[src/rtl/arb_pkg.sv]
// arb_pkg: shared types and defaults for the imem/dmem arbiter
package arb_pkg;
  localparam int DEF_ADDR_W = 64;
  localparam int DEF_DATA_W = 64;
  typedef enum logic {IDLE, WAIT} state_t;
  typedef enum logic {OWNER_F = 1'b0, OWNER_D = 1'b1} owner_t;
  function automatic logic misaligned(input logic [2:0] lsb);
    return |lsb;
  endfunction
endpackage

[src/rtl/arb_pick.sv]
// arb_pick: D-priority winner select with starvation counter for F
module arb_pick
  import arb_pkg::*;
#(
  parameter int MAX_WAIT = 4
) (
  input  logic   clk_i,
  input  logic   rst_ni,
  input  logic   en_i,
  input  logic   f_req_i,
  input  logic   d_req_i,
  output logic   grant_o,
  output owner_t winner_o
);
  logic [3:0] starve_q, starve_d;
  // F wins only when D is absent or F has waited MAX_WAIT D grants; starve_cnt saturates
  always_comb begin
    grant_o  = en_i && (f_req_i || d_req_i);
    winner_o = (d_req_i && !(f_req_i && starve_q == 4'(MAX_WAIT))) ? OWNER_D : OWNER_F;
    starve_d = !f_req_i ? '0 :
               !grant_o ? starve_q :
               winner_o == OWNER_F ? '0 :
               &starve_q ? starve_q : starve_q + 4'd1;
  end
  // starvation counter register
  always_ff @(posedge clk_i or negedge rst_ni) begin
    if (!rst_ni) starve_q <= '0;
    else starve_q <= starve_d;
  end
endmodule

[src/rtl/imem_dmem_arbiter.sv]
// imem_dmem_arbiter: shares one memory port between fetch (F) and load/store (D)
module imem_dmem_arbiter
  import arb_pkg::*;
#(
  parameter int ADDR_W   = DEF_ADDR_W,
  parameter int DATA_W   = DEF_DATA_W,
  parameter int MAX_WAIT = 4,
  parameter int TIMEOUT  = 16
) (
  input  logic              clk_i,
  input  logic              rst_ni,
  input  logic              f_req_i,
  input  logic [ADDR_W-1:0] f_addr_i,
  output logic              f_gnt_o,
  output logic              f_rvalid_o,
  output logic [DATA_W-1:0] f_rdata_o,
  output logic              f_err_o,
  input  logic              d_req_i,
  input  logic              d_we_i,
  input  logic [ADDR_W-1:0] d_addr_i,
  input  logic [DATA_W-1:0] d_wdata_i,
  output logic              d_gnt_o,
  output logic              d_rvalid_o,
  output logic [DATA_W-1:0] d_rdata_o,
  output logic              d_err_o,
  output logic              mem_req_o,
  output logic              mem_we_o,
  output logic [ADDR_W-1:0] mem_addr_o,
  output logic [DATA_W-1:0] mem_wdata_o,
  input  logic              mem_rvalid_i,
  input  logic [DATA_W-1:0] mem_rdata_i
);
  state_t            state_q, state_d;
  owner_t            owner_q, owner_d, winner;
  logic              store_q, store_d;
  logic [7:0]        tmo_q, tmo_d;
  logic              f_gnt_q, f_gnt_d, f_rvalid_q, f_rvalid_d, f_err_q, f_err_d;
  logic              d_gnt_q, d_gnt_d, d_rvalid_q, d_rvalid_d, d_err_q, d_err_d;
  logic              mem_req_q, mem_req_d, mem_we_q, mem_we_d;
  logic [DATA_W-1:0] f_rdata_q, f_rdata_d, d_rdata_q, d_rdata_d, mem_wdata_q, mem_wdata_d;
  logic [ADDR_W-1:0] mem_addr_q, mem_addr_d;
  logic              grant, pick_d, mis, rsp, done;
  logic [DATA_W-1:0] rsp_data;

  arb_pick #(.MAX_WAIT(MAX_WAIT)) u_pick (
    .clk_i    (clk_i),
    .rst_ni   (rst_ni),
    .en_i     (state_q == IDLE),
    .f_req_i  (f_req_i),
    .d_req_i  (d_req_i),
    .grant_o  (grant),
    .winner_o (winner)
  );

  assign pick_d   = winner == OWNER_D;
  assign mis      = misaligned(pick_d ? d_addr_i[2:0] : f_addr_i[2:0]);
  assign rsp      = mem_rvalid_i && !mem_req_q;
  assign done     = rsp || tmo_q == 8'(TIMEOUT - 1);
  assign rsp_data = (rsp && !store_q) ? mem_rdata_i : '0;

  assign f_gnt_o     = f_gnt_q;
  assign f_rvalid_o  = f_rvalid_q;
  assign f_rdata_o   = f_rdata_q;
  assign f_err_o     = f_err_q;
  assign d_gnt_o     = d_gnt_q;
  assign d_rvalid_o  = d_rvalid_q;
  assign d_rdata_o   = d_rdata_q;
  assign d_err_o     = d_err_q;
  assign mem_req_o   = mem_req_q;
  assign mem_we_o    = mem_we_q;
  assign mem_addr_o  = mem_addr_q;
  assign mem_wdata_o = mem_wdata_q;

  // next state: grant/issue in IDLE, completion or timeout routing in WAIT
  always_comb begin
    state_d     = state_q;
    owner_d     = owner_q;
    store_d     = store_q;
    tmo_d       = tmo_q;
    f_gnt_d     = 1'b0;
    f_rvalid_d  = 1'b0;
    f_rdata_d   = f_rdata_q;
    f_err_d     = f_err_q;
    d_gnt_d     = 1'b0;
    d_rvalid_d  = 1'b0;
    d_rdata_d   = d_rdata_q;
    d_err_d     = d_err_q;
    mem_req_d   = 1'b0;
    mem_we_d    = mem_we_q;
    mem_addr_d  = mem_addr_q;
    mem_wdata_d = mem_wdata_q;
    if (state_q == IDLE && grant) begin
      f_gnt_d = !pick_d;
      d_gnt_d = pick_d;
      if (mis) begin
        f_rvalid_d = !pick_d;
        d_rvalid_d = pick_d;
        f_err_d    = pick_d ? f_err_q : 1'b1;
        f_rdata_d  = pick_d ? f_rdata_q : '0;
        d_err_d    = pick_d ? 1'b1 : d_err_q;
        d_rdata_d  = pick_d ? '0 : d_rdata_q;
      end else begin
        mem_req_d   = 1'b1;
        mem_we_d    = pick_d && d_we_i;
        mem_addr_d  = pick_d ? d_addr_i : f_addr_i;
        mem_wdata_d = pick_d ? d_wdata_i : '0;
        owner_d     = winner;
        store_d     = pick_d && d_we_i;
        tmo_d       = '0;
        state_d     = WAIT;
      end
    end else if (state_q == WAIT) begin
      tmo_d = tmo_q + 8'd1;
      if (done) begin
        state_d = IDLE;
        if (owner_q == OWNER_D) begin
          d_rvalid_d = 1'b1;
          d_err_d    = !rsp;
          d_rdata_d  = rsp_data;
        end else begin
          f_rvalid_d = 1'b1;
          f_err_d    = !rsp;
          f_rdata_d  = rsp_data;
        end
      end
    end
  end

  // all state and outputs registered; reset abandons any outstanding access
  always_ff @(posedge clk_i or negedge rst_ni) begin
    if (!rst_ni) begin
      state_q     <= IDLE;
      owner_q     <= OWNER_F;
      store_q     <= 1'b0;
      tmo_q       <= '0;
      f_gnt_q     <= 1'b0;
      f_rvalid_q  <= 1'b0;
      f_rdata_q   <= '0;
      f_err_q     <= 1'b0;
      d_gnt_q     <= 1'b0;
      d_rvalid_q  <= 1'b0;
      d_rdata_q   <= '0;
      d_err_q     <= 1'b0;
      mem_req_q   <= 1'b0;
      mem_we_q    <= 1'b0;
      mem_addr_q  <= '0;
      mem_wdata_q <= '0;
    end else begin
      state_q     <= state_d;
      owner_q     <= owner_d;
      store_q     <= store_d;
      tmo_q       <= tmo_d;
      f_gnt_q     <= f_gnt_d;
      f_rvalid_q  <= f_rvalid_d;
      f_rdata_q   <= f_rdata_d;
      f_err_q     <= f_err_d;
      d_gnt_q     <= d_gnt_d;
      d_rvalid_q  <= d_rvalid_d;
      d_rdata_q   <= d_rdata_d;
      d_err_q     <= d_err_d;
      mem_req_q   <= mem_req_d;
      mem_we_q    <= mem_we_d;
      mem_addr_q  <= mem_addr_d;
      mem_wdata_q <= mem_wdata_d;
    end
  end
endmodule
[config.mk]
export PLATFORM = sky130hd
export DESIGN_NAME = imem_dmem_arbiter
export DESIGN_NICKNAME = d
export VERILOG_FILES = /design/src/rtl/arb_pkg.sv /design/src/rtl/arb_pick.sv /design/src/rtl/imem_dmem_arbiter.sv
export SDC_FILE = /design/constraint.sdc
export NUM_CORES = 1
export LEC_CHECK = 0
export CORE_MARGIN = 4
export CORE_UTILIZATION = 28
export DETAILED_ROUTE_END_ITERATION = 12
export GPL_TIMING_DRIVEN = 0
export PLACE_DENSITY = 0.6
export RECOVER_POWER = 100
export REMOVE_ABC_BUFFERS = 1
export SLEW_MARGIN = 20
export SYNTH_ARGS = -nofsm -noshare
export SYNTH_HDL_FRONTEND = slang
export SYNTH_SLANG_ARGS = --single-unit
[constraint.sdc]
create_clock -name clk_i -period 4.9 [get_ports clk_i]
set_clock_uncertainty 0.15 [all_clocks]
set_input_delay 0.735 -clock clk_i [delete_from_list [all_inputs] [get_ports clk_i]]
set_output_delay 0.735 -clock clk_i [all_outputs]
set_load 0.01 [all_outputs]
Fig. 1: clock wires, drivers and flops
(1.5 px per µm)
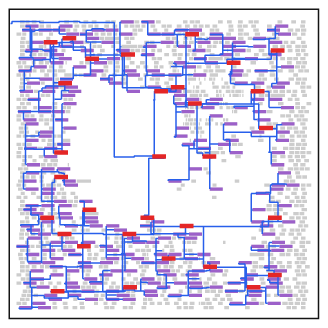
Key: red = clock drivers [count 31]; purple = flip-flops [count 278]; blue = clock wires [length 3820 µm]
There are 32 routed clock nets. Position of the flops: all over the die.
Clk. pwr: 2.30 mW
Clk pwr share: 0.335
latest clock arrival within the worst-skew pair: 0.55 ns

==> results.json <==
{
  "crit_top_cell": "clkbuf_1",
  "ys_chip_area_um2": 10890,
  "critPathBufInv": 3,
  "synth-xor-area-share": 0.004828,
  "edf_count": 0,
  "vias_per_cell": 4.693,
  "grt_pass1_vias": 9289,
  "p_per_area_nw_per_um2": 384.4,
  "num_rows": 71,
  "tool_warnings": 26,
  "critPathCaptureType": "register",
  "most_common_cell": "dfrtp_1",
  "dpl.cell_count": 1741,
  "final_cells": 1799,
  "crit_family": "buffers and inverters",
  "syn_area_per_cell_um2": 14.81,
  "hp-start": "mem_addr_o[63]",
  "drive_above_1_share": 0.1103,
  "slowest_delay_ns": 1.03,
  "cp_data_required_time_ns": 5.23,
  "ir_worst_vdd_mv": 0.2555,
  "slew-limit-headroom": -0.3614,
  "drt-total-wl_mm": 38.43,
  "synth_flops": 278,
  "ant_nets": 0,
  "drc": 0,
  "rsz0062_at_grt": "false",
  "antenna_found_initial": 2,
  "postCtsSetupBuffers": 0,
  "grt.overflow.total": 0,
  "drt_iter0_drc": 313,
  "critPathLaunchType": "input port",
  "synth-simple-area-share": 0.02678,
  "synth_top_flop_cell": "dfrtp_1",
  "hp-class": "register to register",
  "fp-utilization": 0.2863,
  "common_cells": "dfrtp_1 (278), a22o_1 (193), mux2_2 (71)",
  "via_count": 8442,
  "pin_count": 526,
  "maxSlewViolCount": 160,
  "die_w_um": 205.2,
  "yosys_warnings": 0,
  "seq_area_um2": 6957,
  "clock_path_buffers": 3,
  "fin_crit_ns": 4.089,
  "routabilityCongestion": 0.7608,
  "fillers": 3477,
  "synthArstFlopShare": 1.000,
  "root_buffer": "clkbuf_16",
  "drt-pass1-iter-count": 4,
  "topCellsByArea": "dfrtp_1 (64%), a22o_1 (16%), mux2_2 (7.3%), mux2_1 (5.3%), buf_6 (0.93%)",
  "critPathKind": "input port to register",
  "area_growth_pct": 63.88,
  "max_freq_mhz": 244.5,
  "core_um2": 38020,
  "top_area_cell": "dfrtp_1",
  "hpwl_mm": 28.80,
  "worst-path-max-fanout": 24,
  "violations": "capacitance limit, slew limit",
  "layout.nets": 1529,
  "top_logic_kind": "AND-OR/OR-AND gates",
  "worst_pin_slew_ns": 2.042,
  "io_buffers": 525,
  "track_usage": 0.1746,
  "cts.sinks": 278,
  "yosys_cells": 735,
  "post-route-period-util": 0.8345,
  "dpl_cell_area_um2": 17010,
  "grt_start_max_net_pins": 82,
  "synthDistinctLibCells": 42,
  "final-hold-violation-count": 0,
  "r2r_start": "u_pick.starve_q[0]",
  "routedWlPerCell_um": 21.36,
  "htreeDepth": 1,
  "clkTransAtPathRegs_ns": 0.06,
  "p_leak_nw": 8.329,
  "dieArea_um2": 42090,
  "cts_tree": "done",
  "numCtsBuffers": 31,
  "status": "finished with violations",
  "top_area_frac": 0.6391,
  "fin_util": 0.4692,
  "ys_seq_share": 0.6391,
  "fin_area_um2": 17840,
  "netlist_area_um2": 10890,
  "max_cap_violations": 2,
  "layout.area.comb_um2": 3595,
  "crit_chain": "dlygate4sd3_1 -> nor3_1 -> a211oi_1 -> a21oi_1 -> clkbuf_1 -> clkbuf_1 -> a22o_1",
  "tns_ns": 0
}
Fig. 2: I/O nets highlighted
(2 px per µm)
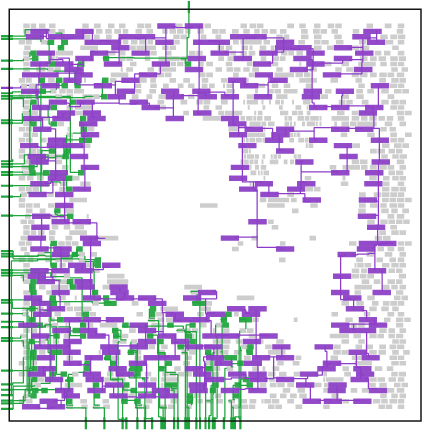
Key: purple = rst_ni [bits 1, direction input, end cells 278, buffers 5, wire 2190 µm]; green = mem_rdata_i [bits 64, direction input, end cells 128, buffers 64, wire 2820 µm]

==> routing by layer <==
layer,vias up,GRT usage,wire [µm]
met5,-,0,27
met2,370,0.3002,18820
met1,4193,0.2066,14840
met4,4,0.04880,923
met3,46,0.06336,3813
li1,3829,-,-
==> power breakdown <==
part | switching (mW) | internal (mW) | total, mW
sequential | 0.204 | 2.68 | 2.88
clock | 0.919 | 1.38 | 2.30
combinational | 0.722 | 0.959 | 1.68
==> path summary, 6_finish.rpt <==
kind                       slack [ns]  cells past startpoint        endpoint
max reg2reg                      1.07                      9   d_rdata_o[29]
min in group asynchronous        0.51                      2   d_rdata_o[25]
max                              0.81                      7    f_rdata_o[4]
max in group asynchronous        1.74                      3  mem_addr_o[21]
min                              0.33                      1  mem_addr_o[63]
min reg2reg                      0.33                      1  mem_addr_o[63]
==> layout make-up <==
cell class                      instances  area share
Antenna cell                            1   0.0001403
Clock buffer                           45     0.04867
Clock inverter                         11    0.007575
Inverter                                9    0.002034
Multi-Input combinational cell        393      0.2015
Sequential cell                       278      0.3900
Tap cell                              511     0.03584
Timing Repair Buffer                  551      0.3143
==> sequential cells by signal (all words and copies together), names as in the netlist <==
| signal | flops |
|---|---|
| owner_q | 1 |
| state_q | 1 |
| d_err_o | 1 |
| tmo_q | 8 |
| f_rvalid_o | 1 |
| d_rvalid_o | 1 |
| f_err_o | 1 |
| mem_wdata_o | 64 |
| u_pick.starve_q | 4 |
| f_rdata_o | 64 |
| mem_req_o | 1 |
| d_gnt_o | 1 |
| mem_we_o | 1 |
| mem_addr_o | 64 |
| f_gnt_o | 1 |
| d_rdata_o | 64 |
==> worst register-to-register path: cells and delay by family (launching register included) <==
family	cells	cell delay, ns
compound gates	2	1.07
fa+ha+maj	1	0.17
buf+inv	4	1.59
flops	1	0.42
simple gates	2	0.38
==> logic make-up after synthesis <==
group / after synthesis
mux: 122
flops: 278
buf+inv: 64
fa+ha+maj: 3
simple gates: 51
xor+xnor: 6
compound gates: 211
==> stage by stage <==
stage                     setup WS (ns)  power (mW)  hold slack (ns)
final                            0.8107       6.858           0.3258
after global routing             0.6460       7.214           0.3453
after CTS                         1.289       7.166           0.3381
after detailed placement         0.7026       4.810           0.3246
after global placement           -9.461       4.747           0.3181
after floorplan                  0.1550       3.511           0.2894
==> placed cells by master (no fill, tap or decap), drive strengths merged, types with 2 or more instances in the layout <==
master / n
a21oi: 4
and3: 2
clkdlybuf4s50: 258
xor2: 5
and2: 3
nand3b: 2
nand3: 3
nor2: 8
clkinvlp: 2
bufinv: 3
clkbuf: 54
nor3: 4
a22o: 193
dfrtp: 278
o21a: 2
nand2b: 5
mux2: 122
dlygate4sd3: 267
clkinv: 6
nand4: 3
ha: 3
buf: 17
nand2: 12
or3: 3
inv: 9
a21boi: 2
o21ai: 4
==> timing repair <==
item | in CTS | in global routing
setup endpoints to repair | 0 | 0
hold endpoints to repair | 53 | 0
hold buffers | 1 | 0
gates resized | 0 | 0
Power is estimated from default activity; no workload was simulated.
